==> src/rtl/mips_defs.sv <==
// Shared MIPS opcode/funct encodings, decode-stage defaults and the D/X record
// used by the decode stage and its register file.
package mips_defs;

  localparam logic [5:0] OP_RTYPE = 6'h00;
  localparam logic [5:0] OP_JAL   = 6'h03;
  localparam logic [5:0] OP_BEQ   = 6'h04;
  localparam logic [5:0] OP_BNE   = 6'h05;
  localparam logic [5:0] OP_ANDI  = 6'h0C;
  localparam logic [5:0] OP_ORI   = 6'h0D;
  localparam logic [5:0] OP_XORI  = 6'h0E;
  localparam logic [5:0] OP_LB    = 6'h20;
  localparam logic [5:0] OP_LH    = 6'h21;
  localparam logic [5:0] OP_LW    = 6'h23;
  localparam logic [5:0] OP_LBU   = 6'h24;
  localparam logic [5:0] OP_LHU   = 6'h25;
  localparam logic [5:0] OP_SB    = 6'h28;
  localparam logic [5:0] OP_SH    = 6'h29;
  localparam logic [5:0] OP_SW    = 6'h2B;
  localparam logic [5:0] FUNCT_JR = 6'h08;

  localparam logic [31:0] SP_INIT_DEFAULT  = 32'h8012_0000;
  localparam logic [31:0] NOP_INSN_DEFAULT = 32'h0000_0000;

  typedef struct packed {
    logic        valid;
    logic [31:0] pc;
    logic [31:0] insn;
    logic [31:0] rs_data;
    logic [31:0] rt_data;
    logic [31:0] imm;
    logic [31:0] jtarget;
    logic [4:0]  dest;
    logic        regwr;
    logic        is_load;
  } dx_t;

  function automatic logic is_load_op(input logic [5:0] op);
    return (op == OP_LB) || (op == OP_LH) || (op == OP_LW) ||
           (op == OP_LBU) || (op == OP_LHU);
  endfunction

  // Instructions whose rt field is a source operand rather than a destination.
  function automatic logic reads_rt_op(input logic [5:0] op);
    return (op == OP_RTYPE) || (op == OP_SB) || (op == OP_SH) ||
           (op == OP_SW) || (op == OP_BEQ) || (op == OP_BNE);
  endfunction

endpackage

==> src/rtl/regfile.sv <==
// 32x32 register file: two async read ports, one sync write port,
// $0 hardwired to zero and write-to-read bypass on matching indices.
module regfile
  import mips_defs::*;
#(
  parameter logic [31:0] SP_INIT = SP_INIT_DEFAULT
) (
  input  logic             clock,
  input  logic             reset,
  input  logic [1:0][4:0]  rd_addr,
  output logic [1:0][31:0] rd_data,
  input  logic             wb_en,
  input  logic [4:0]       wb_addr,
  input  logic [31:0]      wb_data
);

  logic [31:0] regs_reg [32];
  logic        wr_hit;

  assign wr_hit = wb_en && (wb_addr != 5'd0);

  always_ff @(posedge clock) begin
    if (reset) begin
      for (int i = 0; i < 32; i++) begin
        regs_reg[i] <= (i == 29) ? SP_INIT : 32'd0;
      end
    end else if (wr_hit) begin
      regs_reg[wb_addr] <= wb_data;
    end
  end

  generate
    for (genvar gi = 0; gi < 2; gi++) begin : g_rd
      assign rd_data[gi] = (rd_addr[gi] == 5'd0)                  ? 32'd0   :
                           (wr_hit && (wb_addr == rd_addr[gi]))   ? wb_data :
                                                                    regs_reg[rd_addr[gi]];
    end
  endgenerate

endmodule

==> src/rtl/decode_stage.sv <==
// MIPS decode stage: field extraction, register read, load-use hazard
// detection and the D/X pipeline register.
module decode_stage
  import mips_defs::*;
#(
  parameter logic [31:0] SP_INIT  = SP_INIT_DEFAULT,
  parameter logic [31:0] NOP_INSN = NOP_INSN_DEFAULT
) (
  input  logic        clock,
  input  logic        reset,
  input  logic [31:0] pc_FD,
  input  logic [31:0] insn_in,
  input  logic        insn_valid,
  input  logic        stall_in,
  input  logic        wb_en,
  input  logic [4:0]  wb_addr,
  input  logic [31:0] wb_data,
  output logic        stall_out,
  output logic        valid_DX,
  output logic [31:0] pc_DX,
  output logic [31:0] insn_DX,
  output logic [31:0] rs_data_DX,
  output logic [31:0] rt_data_DX,
  output logic [31:0] imm_DX,
  output logic [31:0] jtarget_DX,
  output logic [4:0]  dest_DX,
  output logic        regwr_DX,
  output logic        is_load_DX
);

  logic [5:0]       opcode, funct;
  logic [4:0]       rs, rt, rd;
  logic [3:0]       pc_plus4_hi;
  logic [1:0][4:0]  rd_addr;
  logic [1:0][31:0] rd_data;
  logic             regwr_c, is_load_c, hazard;
  logic [4:0]       dest_c;
  logic [31:0]      imm_c;
  dx_t              decoded, dx_reg, dx_next;

  assign opcode      = insn_in[31:26];
  assign rs          = insn_in[25:21];
  assign rt          = insn_in[20:16];
  assign rd          = insn_in[15:11];
  assign funct       = insn_in[5:0];
  assign pc_plus4_hi = 4'((pc_FD + 32'd4) >> 28);
  assign rd_addr     = {rt, rs};

  regfile #(.SP_INIT(SP_INIT)) u_regfile (
    .clock   (clock),
    .reset   (reset),
    .rd_addr (rd_addr),
    .rd_data (rd_data),
    .wb_en   (wb_en),
    .wb_addr (wb_addr),
    .wb_data (wb_data)
  );

  always_comb begin
    is_load_c = is_load_op(opcode);
    if (opcode == OP_RTYPE)       regwr_c = (funct != FUNCT_JR);
    else if (opcode == OP_JAL)    regwr_c = 1'b1;
    else if (opcode[5:3] == 3'b001) regwr_c = 1'b1;  // 0x08..0x0F immediate ALU ops
    else                          regwr_c = is_load_c;

    if (!regwr_c)                 dest_c = 5'd0;
    else if (opcode == OP_RTYPE)  dest_c = rd;
    else if (opcode == OP_JAL)    dest_c = 5'd31;
    else                          dest_c = rt;

    if ((opcode == OP_ANDI) || (opcode == OP_ORI) || (opcode == OP_XORI))
      imm_c = {16'h0000, insn_in[15:0]};
    else
      imm_c = {{16{insn_in[15]}}, insn_in[15:0]};
  end

  always_comb begin
    decoded         = '0;
    decoded.valid   = 1'b1;
    decoded.pc      = pc_FD;
    decoded.insn    = insn_in;
    decoded.rs_data = rd_data[0];
    decoded.rt_data = rd_data[1];
    decoded.imm     = imm_c;
    decoded.jtarget = {pc_plus4_hi, insn_in[25:0], 2'b00};
    decoded.dest    = dest_c;
    decoded.regwr   = regwr_c;
    decoded.is_load = is_load_c;
  end

  // A load in D/X cannot forward to the instruction right behind it.
  assign hazard = dx_reg.valid && dx_reg.is_load && dx_reg.regwr &&
                  (dx_reg.dest != 5'd0) && insn_valid &&
                  ((dx_reg.dest == rs) || ((dx_reg.dest == rt) && reads_rt_op(opcode)));

  assign stall_out = hazard || stall_in;

  always_comb begin
    dx_next = dx_reg;
    if (!stall_in) begin
      if (hazard || !insn_valid) begin
        dx_next      = '0;
        dx_next.insn = NOP_INSN;
      end else begin
        dx_next = decoded;
      end
    end
  end

  always_ff @(posedge clock) begin
    if (reset) dx_reg <= '0;
    else       dx_reg <= dx_next;
  end

  assign valid_DX   = dx_reg.valid;
  assign pc_DX      = dx_reg.pc;
  assign insn_DX    = dx_reg.insn;
  assign rs_data_DX = dx_reg.rs_data;
  assign rt_data_DX = dx_reg.rt_data;
  assign imm_DX     = dx_reg.imm;
  assign jtarget_DX = dx_reg.jtarget;
  assign dest_DX    = dx_reg.dest;
  assign regwr_DX   = dx_reg.regwr;
  assign is_load_DX = dx_reg.is_load;

endmodule

==> config.mk <==
export PLATFORM = sky130hd
export DESIGN_NAME = decode_stage
export DESIGN_NICKNAME = d
export VERILOG_FILES = /design/src/rtl/mips_defs.sv /design/src/rtl/regfile.sv /design/src/rtl/decode_stage.sv
export SDC_FILE = /design/constraint.sdc
export NUM_CORES = 2
export LEC_CHECK = 0
export CAP_MARGIN = 15
export CORE_MARGIN = 4
export CORE_UTILIZATION = 40
export CTS_CLUSTER_DIAMETER = 60
export CTS_CLUSTER_SIZE = 14
export DETAILED_ROUTE_END_ITERATION = 10
export GPL_TIMING_DRIVEN = 0
export PLACE_DENSITY = 0.66
export SLEW_MARGIN = 0
export SYNTH_ARGS = -nofsm -noshare
export SYNTH_HDL_FRONTEND = slang
export SYNTH_HIERARCHICAL = 1
export SYNTH_SLANG_ARGS = --single-unit
==> constraint.sdc <==
create_clock -name clock -period 7.9 [get_ports clock]
set_clock_uncertainty 0.05 [all_clocks]
set_input_delay 1.58 -clock clock [delete_from_list [all_inputs] [get_ports clock]]
set_output_delay 1.58 -clock clock [all_outputs]
set_load 0.01 [all_outputs]
==> images/pins.png <==
Drawn at 1 px/micron. Pins as bars across the die edge, other pins in grey.
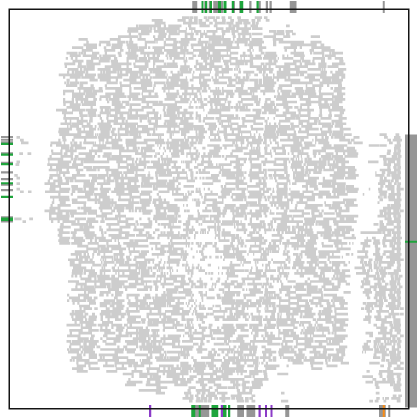
port	colour	pins	direction	edge
rs_data_DX	green	32	output	13 bottom, 11 top, 7 left, 1 right
valid_DX	orange	1	output	bottom
wb_addr	purple	5	input	bottom
all pins by edge	200 right, 52 bottom, 37 top, 18 left
Die X: 398 microns
I/O Buffers: 298
die height: 398 microns

==> run summary <==
fresh numbers from the pnr run: synthesized area 60800 sq um, VDD IR-drop max 0.185 mV, Routed met1 length 90.1 mm, Combinational Gates 2712, GRT Max-Usage Layer met2, Largest logic family multiplexers, met1 Usage GRT 39.8%, Worst path most repeated cell buf_2, status finished, final reports clean, Met3 Routed Length 39.8 mm, Worst Path Buf+Inv 5, io pins 307, CTS root buffer clkbuf_16, max FFs per register 1024, Largest cells by area edfxtp_1, mux4_2, and2_1, largest net degree at the start of global routing 33, grt total ovfl 0, Worst Min Path Start rs_data_DX[25]$_SDFFE_PP0N_, post_cts resized 0, Main power group registers, buffering overhead 8.37%, unrepaired setup endpoints after global routing false, Flops after synth 1165, Hold-fix buffers, CTS 0, Post-synth top cells edfxtp_1, and2_1, mux4_2, drt drc 0, CP Capture Type register, uppermost routed layer met5, initial antenna violation count 20, hold depth 1, most numerous logic cell after layout edfxtp_1, WP data required 8.52 ns, MUX area fraction 19.8%, GRT Util Overall 32.4%
==> images/registers.png <==
Drawn at 1 px/micron. Other sequential cells in the stronger grey, the rest of the logic in the fainter grey.
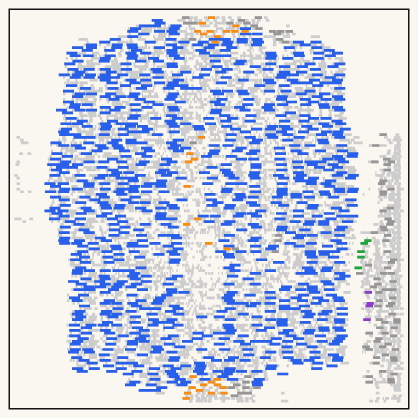
name in the netlist	colour	sequential cells	where
jtarget_DX	purple	4	bottom right
dest_DX	green	5	right middle
rs_data_DX	orange	32	a column down the middle
u_regfile/regs_reg	blue	1024	spread over the die
P_seq: 7.22 mW
Reg area: 33600 sq um
Seq area share: 47.8%
utilization after layout: 46.7%

Power figures rest on the tool's default switching activity, not on a simulated workload.
